--- config.mk ---
export PLATFORM = sky130hd
export DESIGN_NAME = pipe_ctrl_flat
export DESIGN_NICKNAME = d
export VERILOG_FILES = /design/src/rtl/lc3b_types.sv /design/src/rtl/pipe_ctrl_if.sv /design/src/rtl/pipe_ctrl_sat_counter.sv /design/src/rtl/pipe_ctrl.sv /design/src/flat_wrapper.sv
export SDC_FILE = /design/constraint.sdc
export NUM_CORES = 1
export LEC_CHECK = 0
export CORE_AREA = 3 3 40 42
export DETAILED_ROUTE_END_ITERATION = 6
export DIE_AREA = 0 0 43 45
export GPL_ROUTABILITY_DRIVEN = 0
export SLEW_MARGIN = 20
export SYNTH_ARGS = -nofsm -noshare
export SYNTH_HDL_FRONTEND = slang
export SYNTH_SLANG_ARGS = --single-unit
export TNS_END_PERCENT = 1
--- constraint.sdc ---
create_clock -name clk -period 2.1 [get_ports clk]
set_input_delay 0.63 -clock clk [delete_from_list [all_inputs] [get_ports clk]]
set_output_delay 0.63 -clock clk [all_outputs]
set_load 0.01 [all_outputs]
--- src/rtl/lc3b_types.sv ---
// Shared LC-3b pipeline types: pipeline controller state encoding and counter width.
package lc3b_types;

   typedef enum logic [1:0] {
      INIT  = 2'd0,
      RUN   = 2'd1,
      STALL = 2'd2
   } pipe_ctrl_state_t;

   localparam int STALL_CNT_W = 16;

endpackage

--- src/rtl/pipe_ctrl_if.sv ---
// Memory handshake bundle between the pipeline controller (master) and the I/D memories (slave).
interface pipe_ctrl_if;
   logic imem_read;
   logic imem_resp;
   logic dmem_read;
   logic dmem_write;
   logic dmem_resp;

   modport master (
      output imem_read,
      output dmem_read,
      output dmem_write,
      input  imem_resp,
      input  dmem_resp
   );

   modport slave (
      input  imem_read,
      input  dmem_read,
      input  dmem_write,
      output imem_resp,
      output dmem_resp
   );
endinterface

--- src/rtl/pipe_ctrl_sat_counter.sv ---
// Saturating up-counter with asynchronous active-low clear.
module sat_counter #(
   parameter int WIDTH = 16
) (
   input  logic             clk,
   input  logic             rst_n,
   input  logic             inc,
   output logic [WIDTH-1:0] count
);
   logic [WIDTH-1:0] count_reg;
   logic [WIDTH-1:0] count_next;

   always_comb begin
      count_next = count_reg;
      if (inc && (count_reg != {WIDTH{1'b1}})) begin
         count_next = count_reg + 1'b1;
      end
   end

   always_ff @(posedge clk or negedge rst_n) begin
      if (!rst_n) begin
         count_reg <= '0;
      end else begin
         count_reg <= count_next;
      end
   end

   assign count = count_reg;
endmodule

--- src/rtl/pipe_ctrl.sv ---
// LC-3b five-stage pipeline advance controller: memory handshakes, load enables, flushes.
// Optional stall counter enabled by defining PIPE_CTRL_PERF_EN.
module pipe_ctrl
   import lc3b_types::*;
(
   input  logic             clk,
   input  logic             rst_n,
   pipe_ctrl_if.master      mem,
   input  logic             mem_valid,
   input  logic             mem_rd,
   input  logic             mem_wr,
   input  logic             br_taken,
   input  logic             load_use,
   output logic             load_pc,
   output logic             pc_sel_target,
   output logic             load_if_id,
   output logic             load_id_ex,
   output logic             load_ex_mem,
   output logic             load_mem_wb,
   output logic             flush_if_id,
   output logic             flush_id_ex,
   output logic             flush_ex_mem
`ifdef PIPE_CTRL_PERF_EN
   ,
   output logic [STALL_CNT_W-1:0] stall_cycles
`endif
);
   pipe_ctrl_state_t state_reg, state_next;
   logic i_done_reg, i_done_next;
   logic d_done_reg, d_done_next;

   logic active;
   logic d_need;
   logic i_ok;
   logic d_ok;
   logic adv;

   assign active = (state_reg == RUN) || (state_reg == STALL);
   assign d_need = mem_valid & (mem_rd | mem_wr);
   assign i_ok   = i_done_reg | mem.imem_resp;
   assign d_ok   = !d_need | d_done_reg | mem.dmem_resp;
   assign adv    = active & i_ok & d_ok;

   always_ff @(posedge clk or negedge rst_n) begin
      if (!rst_n) begin
         state_reg  <= INIT;
         i_done_reg <= 1'b0;
         d_done_reg <= 1'b0;
      end else begin
         state_reg  <= state_next;
         i_done_reg <= i_done_next;
         d_done_reg <= d_done_next;
      end
   end

   // Flags only accumulate within a stalled window; any advance opens a fresh one.
   always_comb begin
      state_next  = state_reg;
      i_done_next = i_done_reg;
      d_done_next = d_done_reg;
      case (state_reg)
         INIT: begin
            state_next  = RUN;
            i_done_next = 1'b0;
            d_done_next = 1'b0;
         end
         RUN, STALL: begin
            if (adv) begin
               state_next  = RUN;
               i_done_next = 1'b0;
               d_done_next = 1'b0;
            end else begin
               state_next  = STALL;
               i_done_next = i_done_reg | mem.imem_resp;
               d_done_next = d_done_reg | (d_need & mem.dmem_resp);
            end
         end
         default: begin
            state_next  = INIT;
            i_done_next = 1'b0;
            d_done_next = 1'b0;
         end
      endcase
   end

   always_comb begin
      mem.imem_read  = active & !i_done_reg;
      mem.dmem_read  = active & mem_valid & mem_rd & !d_done_reg;
      mem.dmem_write = active & mem_valid & mem_wr & !d_done_reg;
      load_pc        = 1'b0;
      pc_sel_target  = 1'b0;
      load_if_id     = 1'b0;
      load_id_ex     = 1'b0;
      load_ex_mem    = 1'b0;
      load_mem_wb    = 1'b0;
      flush_if_id    = 1'b0;
      flush_id_ex    = 1'b0;
      flush_ex_mem   = 1'b0;
      if (adv) begin
         load_pc     = 1'b1;
         load_if_id  = 1'b1;
         load_id_ex  = 1'b1;
         load_ex_mem = 1'b1;
         load_mem_wb = 1'b1;
         if (br_taken) begin
            pc_sel_target = 1'b1;
            flush_if_id   = 1'b1;
            flush_id_ex   = 1'b1;
            flush_ex_mem  = 1'b1;
         end else if (load_use) begin
            // Hold PC and IF/ID so the dependent instruction is refetched behind a bubble.
            load_pc     = 1'b0;
            load_if_id  = 1'b0;
            flush_id_ex = 1'b1;
         end
      end
   end

`ifdef PIPE_CTRL_PERF_EN
   logic stall_inc;

   assign stall_inc = active & (!adv | (load_use & !br_taken));

   sat_counter #(
      .WIDTH(STALL_CNT_W)
   ) u_stall_cnt (
      .clk   (clk),
      .rst_n (rst_n),
      .inc   (stall_inc),
      .count (stall_cycles)
   );
`endif
endmodule

--- src/flat_wrapper.sv ---
// flat-port wrapper written by rule: the top's interface ports become plain ports
module pipe_ctrl_flat import lc3b_types::*;
  (clk, rst_n, mem_valid, mem_rd, mem_wr, br_taken, load_use, load_pc, pc_sel_target, load_if_id, load_id_ex, load_ex_mem, load_mem_wb, flush_if_id, flush_id_ex, flush_ex_mem, mem_imem_read, mem_dmem_read, mem_dmem_write, mem_imem_resp, mem_dmem_resp);
  pipe_ctrl_if mem_i ();
  input  logic clk;
  input  logic rst_n;
  input  logic mem_valid;
  input  logic mem_rd;
  input  logic mem_wr;
  input  logic br_taken;
  input  logic load_use;
  output logic load_pc;
  output logic pc_sel_target;
  output logic load_if_id;
  output logic load_id_ex;
  output logic load_ex_mem;
  output logic load_mem_wb;
  output logic flush_if_id;
  output logic flush_id_ex;
  output logic flush_ex_mem;
  output wire logic [$bits(mem_i.imem_read)-1:0] mem_imem_read;
  output wire logic [$bits(mem_i.dmem_read)-1:0] mem_dmem_read;
  output wire logic [$bits(mem_i.dmem_write)-1:0] mem_dmem_write;
  input wire logic [$bits(mem_i.imem_resp)-1:0] mem_imem_resp;
  input wire logic [$bits(mem_i.dmem_resp)-1:0] mem_dmem_resp;
  assign mem_imem_read = mem_i.imem_read;
  assign mem_dmem_read = mem_i.dmem_read;
  assign mem_dmem_write = mem_i.dmem_write;
  assign mem_i.imem_resp = mem_imem_resp;
  assign mem_i.dmem_resp = mem_dmem_resp;
  pipe_ctrl u_core (.clk(clk), .rst_n(rst_n), .mem(mem_i), .mem_valid(mem_valid), .mem_rd(mem_rd), .mem_wr(mem_wr), .br_taken(br_taken), .load_use(load_use), .load_pc(load_pc), .pc_sel_target(pc_sel_target), .load_if_id(load_if_id), .load_id_ex(load_id_ex), .load_ex_mem(load_ex_mem), .load_mem_wb(load_mem_wb), .flush_if_id(flush_if_id), .flush_id_ex(flush_id_ex), .flush_ex_mem(flush_ex_mem));
endmodule
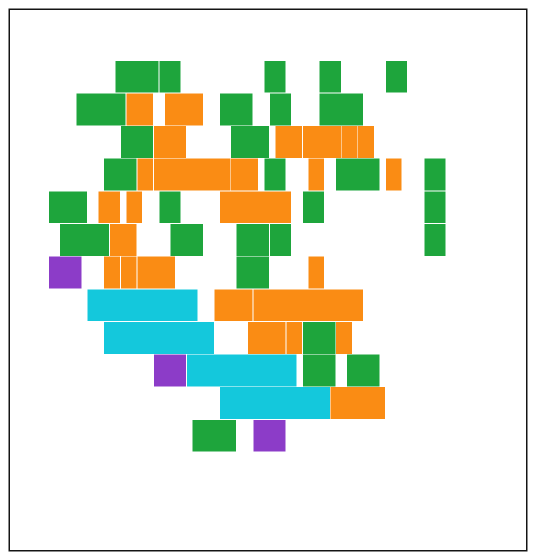
placement_by_type.png
Drawn at 12 px/um.
- combinational and other logic: orange (cells 26; share of their area 37%)
- flops: cyan (cells 4; share of their area 19%)
- other buffers and delay cells: green (cells 29; share of their area 40%)
- clock drivers: purple (cells 3; share of their area 4.3%)

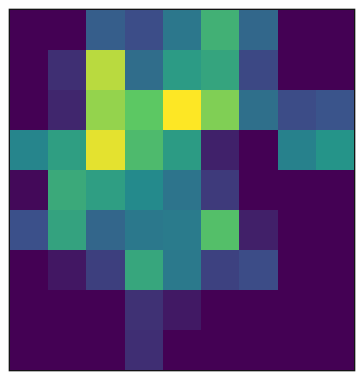
metal_density.png
Drawn at 8 px/um. 9 x 9 tiles, from dark purple (low) to yellow (high), scaled to the fullest tile. Values are wire area over tile area, all layers added.
- densest ninth of the die: top middle
- mean over tiles: 0.057
- nearly empty tiles: 40%
- emptiest ninth of the die: bottom right
- fullest tile: 0.23
- tiles over half the peak: 22%

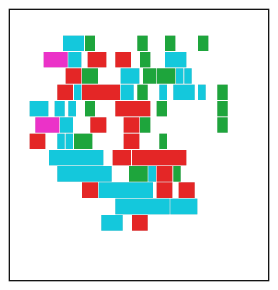
sizes.png
Drawn at 6 px/um.
- _0 and _1 cells: cyan (cells 24; share 39%)
- _2 cells: green (cells 19; share 31%; most used buf_2)
- _6 and larger: magenta (cells 2; share 3.2%; most used buf_6)
- _3 and _4 cells: red (cells 17; share 27%; most used buf_4)

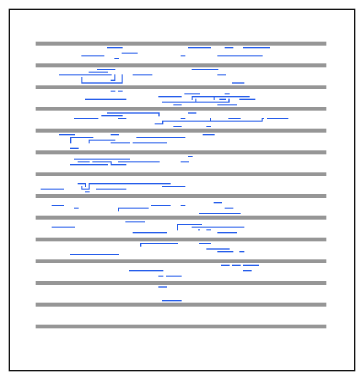
layer_met1.png
Drawn at 8 px/um. Supply wires on this layer in gray.
- share of all routed wire: 36%
- nets with wire on the layer: 63
- longest straight run: 12.4 um
- main direction: horizontal

==> cell type report <==
class                   instances  area (sq um)  area share, %
inverters                       6          22.5           4.15
repair buffers                 29           208           38.2
flip-flops and latches          4           100           18.4
clock buffers                   3          22.5           4.15
well taps                      15          18.8           3.46
multi-input cells              20           171           31.6
==> per-layer routing <==
layer	global-route usage [%]	routed length (um)	vias up
li1	-	-	159
met1	8.76	254	145
met2	13.2	397	8
met3	4.78	48	0
met4	3.61	0	0
met5	0	0	-
==> cell usage in the layout, fill, tap and decap left out, drive strengths merged <==
master and n:
a31oi 1, clkdlybuf4s15 1, inv 6, nor2b 1, o21ai 1, or2 1
buf 21, and3 2, dfrtp 4, nor2 4, and2 1, a21oi 2
clkbuf 5, a31o 1, nand2 2, ha 2, clkdlybuf4s50 3, nor3 1
dlygate4sd2 2, and2b 1
==> final timing paths <==
| path | endpoint | slack [ns] | cells past startpoint |
|---|---|---|---|
| hold / removal | u_core.d_done_reg$_DFF_PN0_ | 0.51 | 2 |
| min in group asynchronous | u_core.state_reg[1]$_DFF_PN0_ | 0.60 | 1 |
| max in group asynchronous | u_core.i_done_reg$_DFF_PN0_ | 1.34 | 1 |
| setup / recovery | load_pc | 0.01 | 5 |
| setup reg to reg | u_core.state_reg[1]$_DFF_PN0_ | 0.76 | 6 |
| hold reg to reg | u_core.d_done_reg$_DFF_PN0_ | 0.51 | 2 |
==> worst max-delay path, stage by stage <==
cell and delay, ns:
buf_6 0.09, or2_4 0.24, a31o_4 0.24, a21oi_2 0.11, buf_2 0.14
==> what timing repair did <==
action                                 4_1_cts  5_1_grt
endpoints found under the hold margin        0        0
hold buffers                                 0        0
buffers inserted                             0        3
resized                                     60        5
pin swaps                                    2        2
setup endpoints to repair                   12       12
==> notes.md <==
fresh numbers from the pnr run: status finished clean, final antenna-violating net count 0, # IOs 21, Setup WS pre-CTS -0.818 ns, Pwr Total 783 uW, CP Max Fanout 5, post-layout min period 2.09 ns, Syn Nets 46, buffers added on ports 20, routed len/inst 9.10 um, die area 0.00194 sq mm, Vias 312, Util after Layout 42.3%, ys cells 35, share of cells above drive strength 1 61.3%, max reg flops 2, initial antenna violation count 0, dpl cells 71, Cell Area, Synth 300 sq um, Psw 298 uW, DRT Pass-1 Iters 2, Synth top cells by count inv_1 (6), buf_4 (5), dfrtp_1 (4), nor2_1 (4), Die Wd 43 um, count leader, synth inv_1, Post-synth EDFFs 0, Worst EP arrival 1.46 ns, Top-area cell share 33.3%, XOR Share, Synth 0%, setup tns final 0 ns, DP Area 531 sq um, Setup Skew 0.00177 ns, cell count after synthesis 35, Setup crit end kind primary output, Final Hold Violation Tally 0, core area 0.00128 sq mm, fp util 23.4%, Synth mux share 0%, Max VDD drop 637 uV, Hold WC Path Type reg -> reg, maxcap violations 0
Power figures rest on the tool's default switching activity, not on a simulated workload.
